## config.mk

```make
export PLATFORM = sky130hd
export DESIGN_NAME = stream_demux
export DESIGN_NICKNAME = d
export VERILOG_FILES = /design/src/rtl/stream_demux_pkg.sv /design/src/rtl/stream_pipe_reg.sv /design/src/rtl/stream_demux.sv
export SDC_FILE = /design/constraint.sdc
export NUM_CORES = 1
export LEC_CHECK = 0
export CAP_MARGIN = 20
export CORE_MARGIN = 5
export CORE_UTILIZATION = 41
export CTS_CLUSTER_DIAMETER = 120
export DETAILED_ROUTE_END_ITERATION = 8
export PLACE_DENSITY = 0.82
export SLEW_MARGIN = 20
export SYNTH_ARGS = -nofsm -noshare
export SYNTH_HDL_FRONTEND = slang
export SYNTH_SLANG_ARGS = --single-unit
export TNS_END_PERCENT = 50
```

## constraint.sdc

```tcl
create_clock -name clk -period 3.6 [get_ports clk]
set_input_delay 0.72 -clock clk [delete_from_list [all_inputs] [get_ports clk]]
set_output_delay 0.72 -clock clk [all_outputs]
set_load 0.01 [all_outputs]
```

## src/rtl/stream_demux_pkg.sv

```systemverilog
// Shared types and elaboration helpers for the stream demultiplexer.
package stream_demux_pkg;

    typedef enum logic {
        IDLE   = 1'b0,
        LOCKED = 1'b1
    } state_t;

    // True when the implemented port count fits the selection field.
    function automatic bit num_out_ok(input int num_out, input int sel_width);
        return (num_out >= 1) && (num_out <= (1 << sel_width));
    endfunction

endpackage

```

## src/rtl/stream_pipe_reg.sv

```systemverilog
// Single-entry valid/ready register; refill and drain may happen in the same cycle.
module stream_pipe_reg #(
    parameter int W = 8
) (
    input  logic         clk,
    input  logic         rst_n,
    input  logic         load,
    output logic         in_ready,
    input  logic [W-1:0] in_data,
    output logic         full,
    output logic [W-1:0] out_data,
    input  logic         out_ready
);

    logic         full_q;
    logic [W-1:0] data_q;

    assign in_ready = !full_q || out_ready;
    assign full     = full_q;
    assign out_data = data_q;

    always_ff @(posedge clk or negedge rst_n) begin
        if (!rst_n) begin
            full_q <= 1'b0;
            data_q <= '0;
        end else if (load && in_ready) begin
            full_q <= 1'b1;
            data_q <= in_data;
        end else if (out_ready) begin
            full_q <= 1'b0;
        end
    end

endmodule

```

## src/rtl/stream_demux.sv

```systemverilog
// Registered 1-to-NUM_OUT stream demux with per-packet destination lock and drop counter.
module stream_demux
    import stream_demux_pkg::*;
#(
    parameter int WIDTH     = 8,
    parameter int SEL_WIDTH = 2,
    parameter int NUM_OUT   = 4,
    parameter int CNT_WIDTH = 8
) (
    input  logic                 clk,
    input  logic                 rst_n,
    input  logic                 s_valid,
    output logic                 s_ready,
    input  logic [WIDTH-1:0]     s_data,
    input  logic [SEL_WIDTH-1:0] s_sel,
    input  logic                 s_last,
    output logic [NUM_OUT-1:0]   m_valid,
    input  logic [NUM_OUT-1:0]   m_ready,
    output logic [WIDTH-1:0]     m_data,
    output logic                 m_last,
    output logic [CNT_WIDTH-1:0] drop_cnt
);

    localparam int NSEL = 1 << SEL_WIDTH;
    localparam int PW   = WIDTH + 1 + SEL_WIDTH;

    if (!num_out_ok(NUM_OUT, SEL_WIDTH)) begin : g_bad_num_out
        $error("stream_demux: NUM_OUT must be in 1..2**SEL_WIDTH");
    end

    state_t                 state;
    logic [SEL_WIDTH-1:0]   lock_sel;
    logic [SEL_WIDTH-1:0]   dest;
    logic [SEL_WIDTH-1:0]   dest_q;
    logic [NSEL-1:0]        ready_ext;
    logic [PW-1:0]          reg_out;
    logic                   full_q;
    logic                   accept;
    logic                   dest_ok;
    logic [CNT_WIDTH-1:0]   cnt_q;

    // Pad ready to the full selection range so dest_q indexes without width games.
    always_comb begin
        ready_ext              = '0;
        ready_ext[NUM_OUT-1:0] = m_ready;
    end

    assign dest    = (state == LOCKED) ? lock_sel : s_sel;
    assign dest_ok = 32'(dest) < NUM_OUT;
    assign accept  = s_valid && s_ready;

    stream_pipe_reg #(.W(PW)) u_reg (
        .clk       (clk),
        .rst_n     (rst_n),
        .load      (accept && dest_ok),
        .in_ready  (s_ready),
        .in_data   ({s_data, s_last, dest}),
        .full      (full_q),
        .out_data  (reg_out),
        .out_ready (ready_ext[dest_q])
    );

    assign dest_q = reg_out[SEL_WIDTH-1:0];
    assign m_last = reg_out[SEL_WIDTH];
    assign m_data = reg_out[PW-1 -: WIDTH];

    for (genvar i = 0; i < NUM_OUT; i++) begin : g_mvalid
        assign m_valid[i] = full_q && (dest_q == SEL_WIDTH'(i));
    end

    always_ff @(posedge clk or negedge rst_n) begin
        if (!rst_n) begin
            state    <= IDLE;
            lock_sel <= '0;
        end else if (accept) begin
            case (state)
                IDLE: if (!s_last) begin
                    state    <= LOCKED;
                    lock_sel <= s_sel;
                end
                LOCKED: if (s_last) state <= IDLE;
                default: state <= IDLE;
            endcase
        end
    end

    // Saturating: a stuck-at-max count is more useful than a wrapped one.
    always_ff @(posedge clk or negedge rst_n) begin
        if (!rst_n)
            cnt_q <= '0;
        else if (accept && !dest_ok && (cnt_q != '1))
            cnt_q <= cnt_q + 1'b1;
    end

    assign drop_cnt = cnt_q;

endmodule

```

Fig. 1: register map, names as in the netlist
Bar = 20 um. Other sequential cells in the stronger gray, the rest of the logic in the fainter gray.
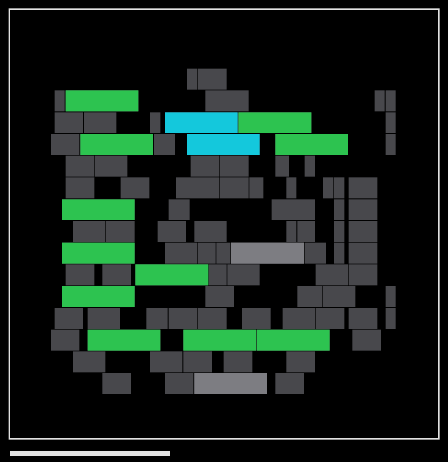
| color | signal | sequential cells |
|---|---|---|
| green | u_reg.out_data | 11 |
| cyan | lock_sel | 2 |

Fig. 2: wiring heat map
11 x 11 tiles, from dark purple (low) to yellow (high), scaled to the fullest tile. Values are wire area over tile area, all layers added.
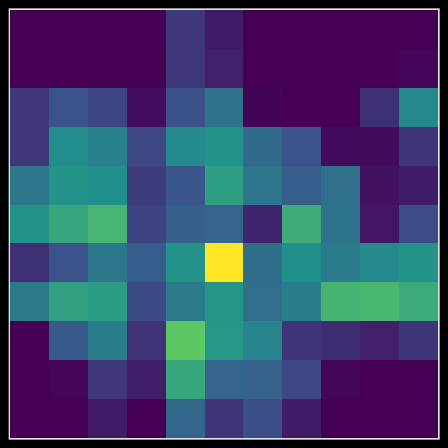
mean over tiles: 0.082
tiles over half the peak: 16%
emptiest ninth of the die: north-east
nearly empty tiles: 27%
fullest tile: 0.34

Fig. 3: signal wires by layer
Only two layers are drawn.
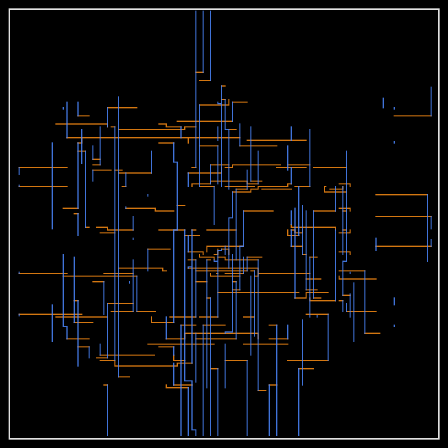
| color | layer | wire length |
|---|---|---|
| orange | metal 1 | 493 um |
| blue | metal 2 | 762 um |
detailed-route via count: 515
overall routed net length: 1421 um
wire per inst: 12.25 um

Fig. 4: local utilization
Bar = 20 um. 11 x 11 tiles, from dark purple (low) to yellow (high), 0 to 100% covered.
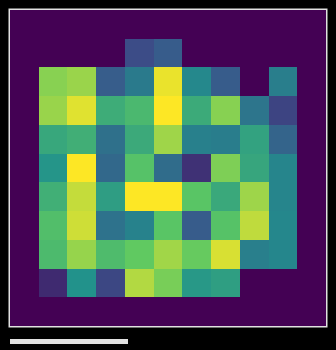
mean over tiles: 36%
fullest tile: 100%
densest ninth of the die: center

==> deck_impl_summary.md <==
Run Summary

STA
  • Final Hold Slack: 0.5067 ns
  • Crit path time final: 2.871 ns
  • Total count of hold-check failures in the final report: 0
  • Share of the clock period used by the worst path after layout: 79.76%

Logic synthesis
  • EDFF count, synth: 0
  • Cell Area, Synth: 777.0 um^2
  • Cell count after synthesis: 65
  • Adder-cell share of the synthesized area: 0%
  • Synthesized flop and latch total: 15
  • Number of warnings printed during yosys synthesis: 0

Power
  • Clock group share of total power: 12.2%
  • Power Internal: roughly 0.5 mW

Floorplan
  • Number of standard-cell rows in the floorplan: 15
  • Number of I/O pins: ~40

Clock tree
  • Number of hold-repair buffers added at the cts stage: 0

Detailed routing
  • Antenna viol nets, final: 0
  • Routed wire length on met2: around 760 um
  • Number of DRC violations after detailed-routing iteration 0: 3

Finish
  • Count of placed standard cells in the final layout, fillers left out: 116
  • Most common cell after layout, fill and taps aside: clkdlybuf4s50_1

Placed design
  • Placed Cells: 112

Global route
  • Via count of the first global-routing pass: 582

Setup path
  • Levels on crit path: 4
  • Critical Path Source Type: input pin

Run status
  • Run status: finished, final reports clean

Worst hold path
  • Endpoint of the worst hold-timing path: u_reg.out_data[9]
==> power groups by stage <==
| stage | Sequential (mW) | Clock, mW | Combinational (mW) |
|---|---|---|---|
| floorplan | 0.286 | 0 | 0.253 |
| global placement | 0.290 | 0 | 0.367 |
| detailed placement | 0.296 | 0 | 0.375 |
| CTS | 0.293 | 0.0964 | 0.377 |
| global route | 0.305 | 0.106 | 0.403 |
| finish | 0.291 | 0.0918 | 0.369 |
==> layer usage <==
metal / GRT usage, % / vias to the layer above
met5: 0 / -
met4: 3.830 / 0
met3: 4.709 / 0
met2: 23.06 / 26
met1: 11.81 / 243
li1: - / 246
==> cell type report <==
type	count	share of cell area, %
clock buffer	4	2.494
multi-input combinational	39	28.38
inverter	1	0.3563
timing repair buffer	32	30.17
sequential	15	35.63
tap	25	2.969
Power is estimated from default activity; no workload was simulated.
